`config.mk`:
```
export PLATFORM = sky130hd
export DESIGN_NAME = keypad_emulator_flat
export DESIGN_NICKNAME = d
export VERILOG_FILES = /design/src/rtl/keypad_emu_pkg.sv /design/src/rtl/keypad_emu_if.sv /design/src/rtl/keypad_emu_contact.sv /design/src/rtl/keypad_emulator.sv /design/src/flat_wrapper.sv
export SDC_FILE = /design/constraint.sdc
export NUM_CORES = 1
export LEC_CHECK = 0
export CAP_MARGIN = 40
export CORE_AREA = 10 10 59 61
export DETAILED_ROUTE_END_ITERATION = 10
export DIE_AREA = 0 0 69 71
export PLACE_DENSITY = 0.86
export SLEW_MARGIN = 40
export SYNTH_ARGS = -nofsm -noshare
export SYNTH_HDL_FRONTEND = slang
export SYNTH_SLANG_ARGS = --single-unit
```
`constraint.sdc`:
```
create_clock -name clk -period 5.6 [get_ports clk]
set_clock_uncertainty 0.2 [all_clocks]
set_input_delay 1.12 -clock clk [delete_from_list [all_inputs] [get_ports clk]]
set_output_delay 1.12 -clock clk [all_outputs]
set_load 0.02 [all_outputs]
```
`src/rtl/keypad_emu_pkg.sv`:
```
// Shared types for the keypad emulator: FSM states, key-to-matrix mapping, idle column level.
// Bounce states exist only when KEYPAD_EMU_BOUNCE_EN is defined.
package keypad_emu_pkg;

  localparam logic [3:0] KEYPAD_IDLE = 4'b1111;

  typedef enum logic [2:0] {
    ST_IDLE       = 3'd0,
`ifdef KEYPAD_EMU_BOUNCE_EN
    ST_BOUNCE_IN  = 3'd1,
`endif
    ST_HOLD       = 3'd2,
`ifdef KEYPAD_EMU_BOUNCE_EN
    ST_BOUNCE_OUT = 3'd3,
`endif
    ST_GAP        = 3'd4
  } state_e;

  typedef struct packed {
    logic [1:0] r;
    logic [1:0] c;
  } rc_t;

  function automatic rc_t key_to_rc(input logic [3:0] key);
    rc_t m;
    m = '0;
    case (key)
      4'hA: m = {2'd0, 2'd3};
      4'hB: m = {2'd0, 2'd2};
      4'hC: m = {2'd0, 2'd1};
      4'hD: m = {2'd0, 2'd0};
      4'h1: m = {2'd1, 2'd3};
      4'h3: m = {2'd1, 2'd2};
      4'h5: m = {2'd1, 2'd1};
      4'h7: m = {2'd1, 2'd0};
      4'h2: m = {2'd2, 2'd3};
      4'h4: m = {2'd2, 2'd2};
      4'h6: m = {2'd2, 2'd1};
      4'h8: m = {2'd2, 2'd0};
      4'h9: m = {2'd3, 2'd3};
      4'h0: m = {2'd3, 2'd2};
      4'hE: m = {2'd3, 2'd1};
      default: m = {2'd3, 2'd0};  // 4'hF
    endcase
    return m;
  endfunction

  // A zero-length segment still lasts one cycle.
  function automatic int eff_cycles(input int n);
    return (n < 1) ? 1 : n;
  endfunction

endpackage

```
`src/rtl/keypad_emu_if.sv`:
```
// Key request handshake: key_valid/key_code accepted when key_valid && key_ready on a rising
// clk edge; key_done is a one-cycle completion pulse from the emulator.
interface keypad_emu_if;
  logic       key_valid;
  logic [3:0] key_code;
  logic       key_ready;
  logic       key_done;

  modport master (output key_valid, output key_code, input key_ready, input key_done);
  modport slave  (input key_valid, input key_code, output key_ready, output key_done);
endinterface

```
`src/rtl/keypad_emu_contact.sv`:
```
// Segment timer and contact register; the FSM starts each segment and marks the press busy.
// KEYPAD_EMU_BOUNCE_EN adds the bounce toggle counter.
module keypad_emu_contact
  import keypad_emu_pkg::*;
#(
  parameter int HOLD_CYCLES    = 4800,
  parameter int GAP_CYCLES     = 2400,
  parameter int BOUNCE_CYCLES  = 48,
  parameter int BOUNCE_TOGGLES = 4
) (
  input  logic   clk,
  input  logic   reset,
  input  logic   start_i,
  input  logic   busy_i,
  input  state_e seg_i,
  input  state_e start_seg_i,
  output logic   seg_done_o,
  output logic   contact_o
);

  localparam int HOLD_E = eff_cycles(HOLD_CYCLES);
  localparam int GAP_E  = eff_cycles(GAP_CYCLES);
`ifdef KEYPAD_EMU_BOUNCE_EN
  localparam int BNC_E  = eff_cycles(BOUNCE_CYCLES);
  localparam int MAXHG  = (HOLD_E > GAP_E) ? HOLD_E : GAP_E;
  localparam int MAXP   = (MAXHG > BNC_E) ? MAXHG : BNC_E;
  localparam int TW     = $clog2(BOUNCE_TOGGLES + 1);
`else
  localparam int MAXP   = (HOLD_E > GAP_E) ? HOLD_E : GAP_E;
`endif
  localparam int CW     = $clog2(MAXP + 1);

  logic [CW-1:0] cnt_q, cnt_d;
  logic          closed_q, closed_d;
  logic          start_closed;

`ifdef KEYPAD_EMU_BOUNCE_EN
  logic [TW-1:0] tog_q, tog_d;
  logic          bnc_wrap;
  logic          in_bounce;

  assign bnc_wrap     = (cnt_q == CW'(BNC_E - 1));
  assign in_bounce    = (seg_i == ST_BOUNCE_IN) || (seg_i == ST_BOUNCE_OUT);
  assign start_closed = (start_seg_i == ST_BOUNCE_IN) || (start_seg_i == ST_HOLD);
`else
  logic unused_bounce_cfg;
  assign unused_bounce_cfg = (BOUNCE_CYCLES + BOUNCE_TOGGLES) != 0;
  assign start_closed      = (start_seg_i == ST_HOLD);
`endif

  always_comb begin
    seg_done_o = 1'b0;
    cnt_d      = cnt_q;
    closed_d   = closed_q;
`ifdef KEYPAD_EMU_BOUNCE_EN
    tog_d      = tog_q;
`endif
    case (seg_i)
      ST_HOLD: seg_done_o = (cnt_q == CW'(HOLD_E - 1));
      ST_GAP:  seg_done_o = (cnt_q == CW'(GAP_E - 1));
`ifdef KEYPAD_EMU_BOUNCE_EN
      ST_BOUNCE_IN, ST_BOUNCE_OUT: seg_done_o = bnc_wrap && (tog_q == TW'(BOUNCE_TOGGLES - 1));
`endif
      default: seg_done_o = 1'b0;
    endcase

    // Segment entry sets the contact level; the final bounce toggle coincides with that entry.
    if (start_i) begin
      cnt_d    = '0;
      closed_d = start_closed;
`ifdef KEYPAD_EMU_BOUNCE_EN
      tog_d    = '0;
`endif
    end else if (!busy_i) begin
      cnt_d    = '0;
      closed_d = 1'b0;
`ifdef KEYPAD_EMU_BOUNCE_EN
      tog_d    = '0;
    end else if (in_bounce) begin
      if (bnc_wrap) begin
        cnt_d    = '0;
        tog_d    = tog_q + TW'(1);
        closed_d = ~closed_q;
      end else begin
        cnt_d    = cnt_q + CW'(1);
      end
`endif
    end else begin
      cnt_d = cnt_q + CW'(1);
    end
  end

  always_ff @(posedge clk or posedge reset) begin
    if (reset) begin
      cnt_q    <= '0;
      closed_q <= 1'b0;
`ifdef KEYPAD_EMU_BOUNCE_EN
      tog_q    <= '0;
`endif
    end else begin
      cnt_q    <= cnt_d;
      closed_q <= closed_d;
`ifdef KEYPAD_EMU_BOUNCE_EN
      tog_q    <= tog_d;
`endif
    end
  end

  assign contact_o = closed_q;

endmodule

```
`src/rtl/keypad_emulator.sv`:
```
// Keypad emulator top: key latch, press-sequence FSM and combinational row/col matrix.
// Define KEYPAD_EMU_BOUNCE_EN to emulate contact bounce around the hold.
module keypad_emulator
  import keypad_emu_pkg::*;
#(
  parameter int HOLD_CYCLES    = 4800,
  parameter int GAP_CYCLES     = 2400,
  parameter int BOUNCE_CYCLES  = 48,
  parameter int BOUNCE_TOGGLES = 4
) (
  input  logic        clk,
  input  logic        reset,
  keypad_emu_if.slave kif,
  input  logic [3:0]  row,
  output logic [3:0]  col,
  output state_e      dbg_state_o
);

  state_e     state_q, state_d;
  logic [3:0] key_q, key_d;
  logic       done_q, done_d;
  logic       start;
  logic       busy;
  logic       accept;
  logic       seg_done;
  logic       contact;
  rc_t        rc;

  assign kif.key_ready = (state_q == ST_IDLE);
  assign kif.key_done  = done_q;
  assign accept        = kif.key_valid && (state_q == ST_IDLE);
  assign busy          = (state_q != ST_IDLE);
  assign dbg_state_o   = state_q;

  always_comb begin
    state_d = state_q;
    key_d   = key_q;
    done_d  = 1'b0;
    start   = 1'b0;
    case (state_q)
      ST_IDLE: if (accept) begin
        key_d   = kif.key_code;
        start   = 1'b1;
`ifdef KEYPAD_EMU_BOUNCE_EN
        state_d = ST_BOUNCE_IN;
`else
        state_d = ST_HOLD;
`endif
      end
`ifdef KEYPAD_EMU_BOUNCE_EN
      ST_BOUNCE_IN: if (seg_done) begin
        start   = 1'b1;
        state_d = ST_HOLD;
      end
`endif
      ST_HOLD: if (seg_done) begin
        start   = 1'b1;
`ifdef KEYPAD_EMU_BOUNCE_EN
        state_d = ST_BOUNCE_OUT;
`else
        state_d = ST_GAP;
`endif
      end
`ifdef KEYPAD_EMU_BOUNCE_EN
      ST_BOUNCE_OUT: if (seg_done) begin
        start   = 1'b1;
        state_d = ST_GAP;
      end
`endif
      ST_GAP: if (seg_done) begin
        done_d  = 1'b1;
        state_d = ST_IDLE;
      end
      default: state_d = ST_IDLE;
    endcase
  end

  always_ff @(posedge clk or posedge reset) begin
    if (reset) begin
      state_q <= ST_IDLE;
      key_q   <= '0;
      done_q  <= 1'b0;
    end else begin
      state_q <= state_d;
      key_q   <= key_d;
      done_q  <= done_d;
    end
  end

  keypad_emu_contact #(
    .HOLD_CYCLES   (HOLD_CYCLES),
    .GAP_CYCLES    (GAP_CYCLES),
    .BOUNCE_CYCLES (BOUNCE_CYCLES),
    .BOUNCE_TOGGLES(BOUNCE_TOGGLES)
  ) u_contact (
    .clk        (clk),
    .reset      (reset),
    .start_i    (start),
    .busy_i     (busy),
    .seg_i      (state_q),
    .start_seg_i(state_d),
    .seg_done_o (seg_done),
    .contact_o  (contact)
  );

  assign rc = key_to_rc(key_q);

  // Only the latched key's row matters; other rows being driven low never pull a column.
  always_comb begin
    col = KEYPAD_IDLE;
    if (contact && !row[rc.r]) col[rc.c] = 1'b0;
  end

endmodule

```
`src/flat_wrapper.sv`:
```
// flat-port wrapper written by rule: the top's interface ports become plain ports
module keypad_emulator_flat import keypad_emu_pkg::*;
#(
  parameter int HOLD_CYCLES    = 4800,
  parameter int GAP_CYCLES     = 2400,
  parameter int BOUNCE_CYCLES  = 48,
  parameter int BOUNCE_TOGGLES = 4
)
  (clk, reset, row, col, dbg_state_o, kif_key_valid, kif_key_code, kif_key_ready, kif_key_done);
  keypad_emu_if kif_i ();
  input  logic clk;
  input  logic reset;
  input  logic [3:0] row;
  output logic [3:0] col;
  output state_e dbg_state_o;
  input wire logic [$bits(kif_i.key_valid)-1:0] kif_key_valid;
  input wire logic [$bits(kif_i.key_code)-1:0] kif_key_code;
  output wire logic [$bits(kif_i.key_ready)-1:0] kif_key_ready;
  output wire logic [$bits(kif_i.key_done)-1:0] kif_key_done;
  assign kif_i.key_valid = kif_key_valid;
  assign kif_i.key_code = kif_key_code;
  assign kif_key_ready = kif_i.key_ready;
  assign kif_key_done = kif_i.key_done;
  keypad_emulator #(.HOLD_CYCLES(HOLD_CYCLES), .GAP_CYCLES(GAP_CYCLES), .BOUNCE_CYCLES(BOUNCE_CYCLES), .BOUNCE_TOGGLES(BOUNCE_TOGGLES)) u_core (.clk(clk), .reset(reset), .kif(kif_i), .row(row), .col(col), .dbg_state_o(dbg_state_o));
endmodule
```
run_1/io_fan.png
(6 px per micron)
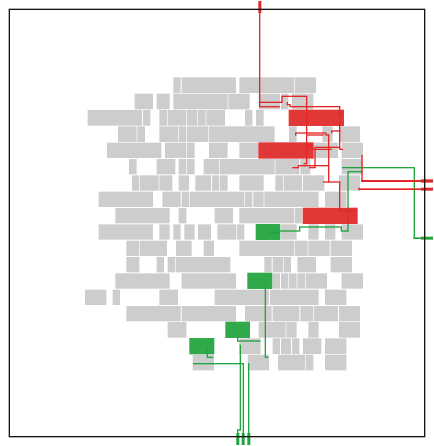
green -> kif_key_code  # bits 4, direction input, edge 3 bottom, 1 right, end cells 4, buffers 4, wire 120 microns
red -> dbg_state_o  # bits 3, direction output, edge 2 right, 1 top, end cells 3, buffers 3, wire 130 microns
num ports: 20
port bufs: 19

run_1/clk_routes.png
(6 px per micron)
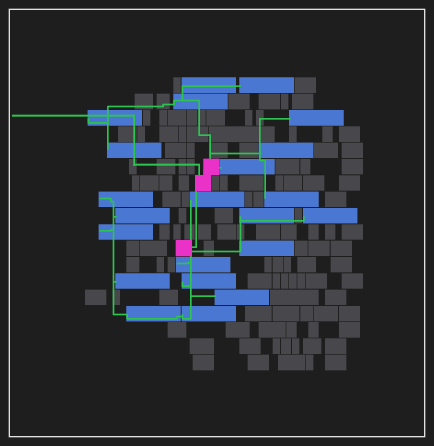
green -> clock wires  # length 233 microns
magenta -> clock drivers  # count 3
blue -> flip-flops  # count 22
routed clock nets = 4

==> flow_summary_export.csv, run 1 <==
group,metric,value,unit
critical_path,critPathMostFrequentCell,"inv_1",
clock_network,clock_latency,0.30,ns
timing,finalSetupTns,0,ns
logic_synthesis,synthCells,122,
logic_synthesis,ys_sh_xor,0.0854,
critical_path,path_buffers,3,
critical_path,endpoint,"col[3]",
timing,slew_headroom,0.626,
global_route,grt_overflow,0,
logic_synthesis,yosysChipArea,0.00123,sq mm
power_and_ir_drop,peakVddDrop,148,uV
power_and_ir_drop,leakagePower,0.652,nW
die,fp_util,0.516,
layout,seq_area,551,sq um
logic_synthesis,syn_area_per_cell,10.1,sq um
min_path,min_from,"u_core.u_contact.cnt_q[0]",
min_path,worstHoldPathCells,1,
logic_synthesis,ys_seq_share,0.447,
logic_synthesis,common_cells,"dfrtp_1 (22), nor2_1 (19), nand2_1 (9)",
layout,antenna_cells,0,
logic_synthesis,top_cell,"dfrtp_1",
global_route,grt_max_degree,23,
layout,largest_register,"u_core.u_contact.cnt_q",
logic_synthesis,top_cells_by_area,"dfrtp_1 (45%), nor2_1 (5.8%), ha_1 (5.1%)",
clock_network,cts_setup_buffers,0,
critical_path,cp.arrival,2.71,ns
timing,fin_crit,4.03,ns
critical_path,cpLargestDelayFamily,"multiplexers",
logic_synthesis,async_reset_ff_frac,1.00,
flow_run,maxCapViolCount,0,
min_path,hp-class,"flip-flop to flip-flop",
logic_synthesis,synth_area_leader_cell,"dfrtp_1",
routing,ant_nets,0,
power_and_ir_drop,finalPower,0.000420,W
layout,layout-drive-gt1-share,0.120,
logic_synthesis,synth_simple_gate_area_share,0.217,
flow_run,warnings,29,
critical_path,worst_path_largest_cell_delay,0.61,ns
timing,hold_viol,0,
routing,vias,890,
power_and_ir_drop,p_per_area,282,mW/mm^2
die,fp-row-count,18,
logic_synthesis,syn-cell-area,0.00123,sq mm
critical_path,crit_fanout,5,
global_route,grt_use_total,0.0997,
die,core,0.00239,sq mm
clock_network,clk_pin_slew,0.12,ns
logic_synthesis,yosysWarnings,0,
logic_synthesis,synth-compound-area-share,0.0539,
timing,setup-violations-final,0,
critical_path,regToRegSetupSlack,3.42,ns
timing,fmaxAchievable,0.248,GHz
critical_path,timing.rr.end,"u_core.u_contact.contact_o",
place,post_dp_cell_area,0.00144,sq mm
logic_synthesis,fp_nets,138,
logic_synthesis,edf_count,0,
die,dieArea,0.00490,sq mm
clock_network,cts_tree,"done",
logic_synthesis,synth-adder-area-share,0.0508,
routing,wl,2420,microns
layout,final_cell_area,0.00149,sq mm
logic_synthesis,yosys_cells,122,
place,routabilityCongestion,0.771,
place,dp_slack,1.59,ns
critical_path,start_kind,"flip-flop",
timing,worst_pin_slew,0.558,ns
layout,nFillCells,199,
die,fp.dieH,71,microns
critical_path,reg2reg_depth,5,
critical_path,cp.depth,8,
place,dpl.hpwl,1870,microns
place,dp_cells,168,
logic_synthesis,ys.flops,22,
critical_path,cp-end-kind,"output pin",
clock_network,clock-sinks,22,
layout,syn_to_final_growth,21.1,%
critical_path,crit_type,"flip-flop to output pin",
outcome,status,"complete, no violations",
run_1/metal_density.png
(6 px per micron) The die is cut into 14 by 14 equal tiles; white is low, dark blue is high, scaled to the fullest tile. Values are wire area over tile area, all layers added.
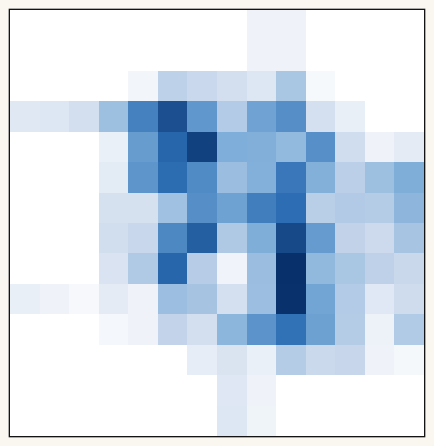
tiles over half the peak = 14%
nearly empty tiles = 41%
mean over tiles = 0.077
densest ninth of the die = middle

-- run 1: cell type report --
cell class | instances | area share
clock buffer | 3 | 0.0151
clock inverter | 1 | 0.0201
inverter | 7 | 0.0176
multi-input combinational | 90 | 0.425
sequential | 22 | 0.369
tap | 30 | 0.0252
timing repair buffer | 19 | 0.128
-- run 1: per-layer routing --
metal | track usage | vias up | part of all wire
met5 | 0 | - | 0
met4 | 0.0201 | 0 | 0.0033
met3 | 0.0265 | 2 | 0.049
met2 | 0.190 | 17 | 0.51
met1 | 0.107 | 412 | 0.43
li1 | - | 459 | -
-- run 1: power by group --
group          internal (W)  switching (W)  leakage [nW]
Combinational     0.0000546      0.0000514         0.335
Clock             0.0000723      0.0000461        0.0279
Sequential         0.000173      0.0000222         0.289
Total              0.000300       0.000120         0.652
==> run 1 -> run 2 <==
--- a/config.mk
+++ b/config.mk
@@ -6,10 +6,10 @@
 export NUM_CORES = 1
 export LEC_CHECK = 0
 export CAP_MARGIN = 40
-export CORE_AREA = 10 10 59 61
+export CORE_AREA = 10 10 60 62
 export DETAILED_ROUTE_END_ITERATION = 10
-export DIE_AREA = 0 0 69 71
-export PLACE_DENSITY = 0.86
+export DIE_AREA = 0 0 70 72
+export PLACE_DENSITY = 0.84
 export SLEW_MARGIN = 40
 export SYNTH_ARGS = -nofsm -noshare
 export SYNTH_HDL_FRONTEND = slang
==> constraint.sdc (replaced) <==
create_clock -name clk -period 4 [get_ports clk]
set_clock_uncertainty 0.2 [all_clocks]
set_input_delay 0.8 -clock clk [delete_from_list [all_inputs] [get_ports clk]]
set_output_delay 0.8 -clock clk [all_outputs]
set_load 0.02 [all_outputs]
==> run 2 against run 1 <==
  * Sequential share of layout area did not move
  * Core utilization fell by 1.2 points
  * Sequential power rose by about 40%
  * Power rose by 40%
  * Die area rose by 2.9%
  * First-iteration DRC count rose by 35%
  * Hold slack improved by 0.010 ns
  * Final area did not move
  * Synthesized cell count did not move
  * Area after synthesis did not move
  * Flip-flop count did not move
  * Largest cell class unchanged
  * Largest power group unchanged
==> flow_summary_export.csv, run 2 <==
group,metric,value,unit
clock_network,clk_pin_slew,0.11,ns
power_and_ir_drop,p_per_area,395,mW/mm^2
layout,lay_top_cells,"dfrtp_1 (22), nor2_1 (19), clkdlybuf4s50_1 (19), nand2_1 (9), xor2_1 (7)",
layout,buffers,19,
critical_path,timing.rr.end,"u_core.u_contact.contact_o",
critical_path,endpoint,"col[3]",
layout,nFillCells,197,
critical_path,cp.arrival,2.73,ns
layout,final_cell_area,0.00149,sq mm
die,core,0.00243,sq mm
layout,final_core_util,0.613,
critical_path,start_kind,"flip-flop",
flow_run,maxCapViolCount,0,
power_and_ir_drop,leakagePower,0.652,nW
logic_synthesis,top_cell,"dfrtp_1",
global_route,antenna_found_initial,0,
clock_network,clock_latency,0.31,ns
timing,slew_headroom,0.609,
layout,seq-cell-share,0.369,
logic_synthesis,synth-adder-area-share,0.0508,
logic_synthesis,synthCells,122,
place,dp_slack,0.608,ns
min_path,whs_endpoint,"u_core.u_contact.cnt_q[0]",
logic_synthesis,ys_top_logic_family,"simple AND/OR/NAND/NOR gates",
global_route,grt_max_degree,23,
outcome,status,"complete, no violations",
timing,finalSetupTns,0,ns
critical_path,regToRegSetupSlack,1.82,ns
critical_path,cpLargestDelayFamily,"multiplexers",
clock_network,cts.htree.levels,1,
logic_synthesis,edf_count,0,
routing,drt_iter0_drc,81,
critical_path,crit_chain,"inv_1 > ha_1 > inv_1 > mux4_2 > mux2i_1 > mux2_2 > nand4_1 > clkdlybuf4s50_1",
die,taps,30,
layout,antenna_cells,0,
die,fp.dieH,72,microns
logic_synthesis,async_reset_ff_frac,1.00,
critical_path,path_buffers,3,
layout,inverters_excl_clock,7,
logic_synthesis,yosysChipArea,0.00123,sq mm
place,routabilityCongestion,0.759,
place,port_buffers,19,
timing,setup-violations-final,0,
global_route,grt_overflow,0,
timing,fin_crit,3.73,ns
power_and_ir_drop,peakVddDrop,213,uV
critical_path,worst_path_largest_cell_delay,0.62,ns
layout,comb_area_frac,0.425,
clock_network,post_cts_resize_count,0,
place,dpl.hpwl,1830,microns
min_path,hp-class,"flip-flop to flip-flop",
die,dieArea,0.00504,sq mm
logic_synthesis,ys_sh_xor,0.0854,
layout,largest_class,"combinational gates",
clock_network,clk_path_buf_depth,2,
critical_path,reg2reg_depth,5,
timing,fin_crit_sh,0.932,
logic_synthesis,syn_area_per_cell,10.1,sq um
critical_path,crit_type,"flip-flop to output pin",
flow_run,warnings,29,
min_path,min_from,"u_core.u_contact.cnt_q[0]",
layout,clkbuf_count,3,
critical_path,cp-end-kind,"output pin",
place,dp_cells,168,
global_route,grt_pass1_vias,945,
logic_synthesis,fp_nets,138,
critical_path,cp.depth,8,
critical_path,critPathMostFrequentCell,"inv_1",
clock_network,clock-sinks,22,
layout,layout-drive-gt1-share,0.120,
layout,nMultiInputCombCells,90,
layout,syn_to_final_growth,21.1,%
critical_path,slowest_stage,"clkdlybuf4s50_1",
power_and_ir_drop,finalPower,0.000589,W
clock_network,cts_setup_buffers,0,
logic_synthesis,syn-cell-area,0.00123,sq mm
logic_synthesis,yosysWarnings,0,
routing,wl,2380,microns
layout,seq_area,551,sq um
logic_synthesis,ys.flops,22,
logic_synthesis,synth.distinct_cells,34,
layout,buf_share,0.128,
timing,worst_pin_slew,0.583,ns
min_path,worstHoldPathCells,1,
layout,largest_register,"u_core.u_contact.cnt_q",
logic_synthesis,top_cells_by_area,"dfrtp_1 (45%), nor2_1 (5.8%), ha_1 (5.1%)",
global_route,grt_pass1_wl,4210,microns
logic_synthesis,common_cells,"dfrtp_1 (22), nor2_1 (19), nand2_1 (9)",
layout,clock_area_frac,0.0352,
logic_synthesis,ys_seq_share,0.447,
logic_synthesis,synth-compound-area-share,0.0539,
timing,hold_viol,0,
routing,ant_nets,0,
layout,design.seq.count,22,
routing,viasPerCell,5.38,
logic_synthesis,yosys_cells,122,
timing,fmaxAchievable,0.268,GHz
logic_synthesis,synth_simple_gate_area_share,0.217,
logic_synthesis,synth_area_leader_cell,"dfrtp_1",
critical_path,cp.required,3.00,ns
die,fp-row-count,18,
die,fp_util,0.506,
layout,logic_area,634,sq um
layout,layout.nets,159,
clock_network,cts_tree,"done",
place,post_dp_cell_area,0.00144,sq mm
clock_network,cts_hold_buffers,0,
die,boundaryPins,20,
critical_path,crit_fanout,5,
[run 2: cell counts after synthesis]
Identical to the previous run, type by type.
[run 2: power by group]
group	total [W]	leakage [nW]	internal, W	switching, W
clock network	0.000167	0.0279	0.000101	0.0000661
logic	0.000148	0.335	0.0000767	0.0000708
registers	0.000274	0.289	0.000243	0.0000309
total	0.000589	0.652	0.000421	0.000168
[run 2: cell families after synthesis]
group	after synthesis
buffers and inverters	10
adders and majority gates	5
AOI/OAI and AO/OA	9
other	1
and+or+nand+nor	52
xor gates and xnor gates	12
DFF	22
muxes	11
[run 2: layer usage]
metal	share of wire	routed length [microns]	vias to the layer above	global-route usage
met5	0	0	-	0
met4	0.018	43	0	0.0439
met3	0.047	113	4	0.0259
met2	0.47	1110	19	0.167
met1	0.47	1110	449	0.114
li1	-	-	454	-
run_2/io_fan.png
(6 px per micron)
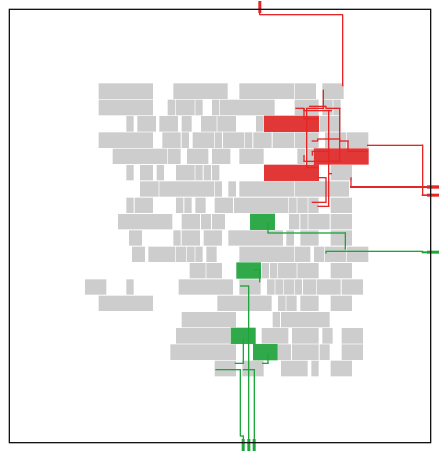
green -> kif_key_code  # bits 4, direction input, edge 3 bottom, 1 right, end cells 4, buffers 4, wire 103 microns
red -> dbg_state_o  # bits 3, direction output, edge 2 right, 1 top, end cells 3, buffers 3, wire 149 microns

run_2/metal_density.png
(4 px per micron) The die is cut into 14 by 14 equal tiles; white is low, dark blue is high, scaled to the fullest tile. Values are wire area over tile area, all layers added.
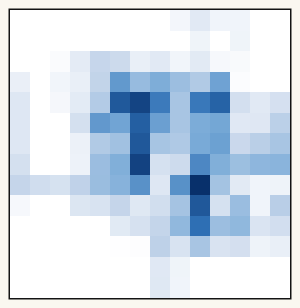
GRT Util Overall: 0.0982
via count: 926

No activity file was given, so power comes from the tool's default toggle rates.
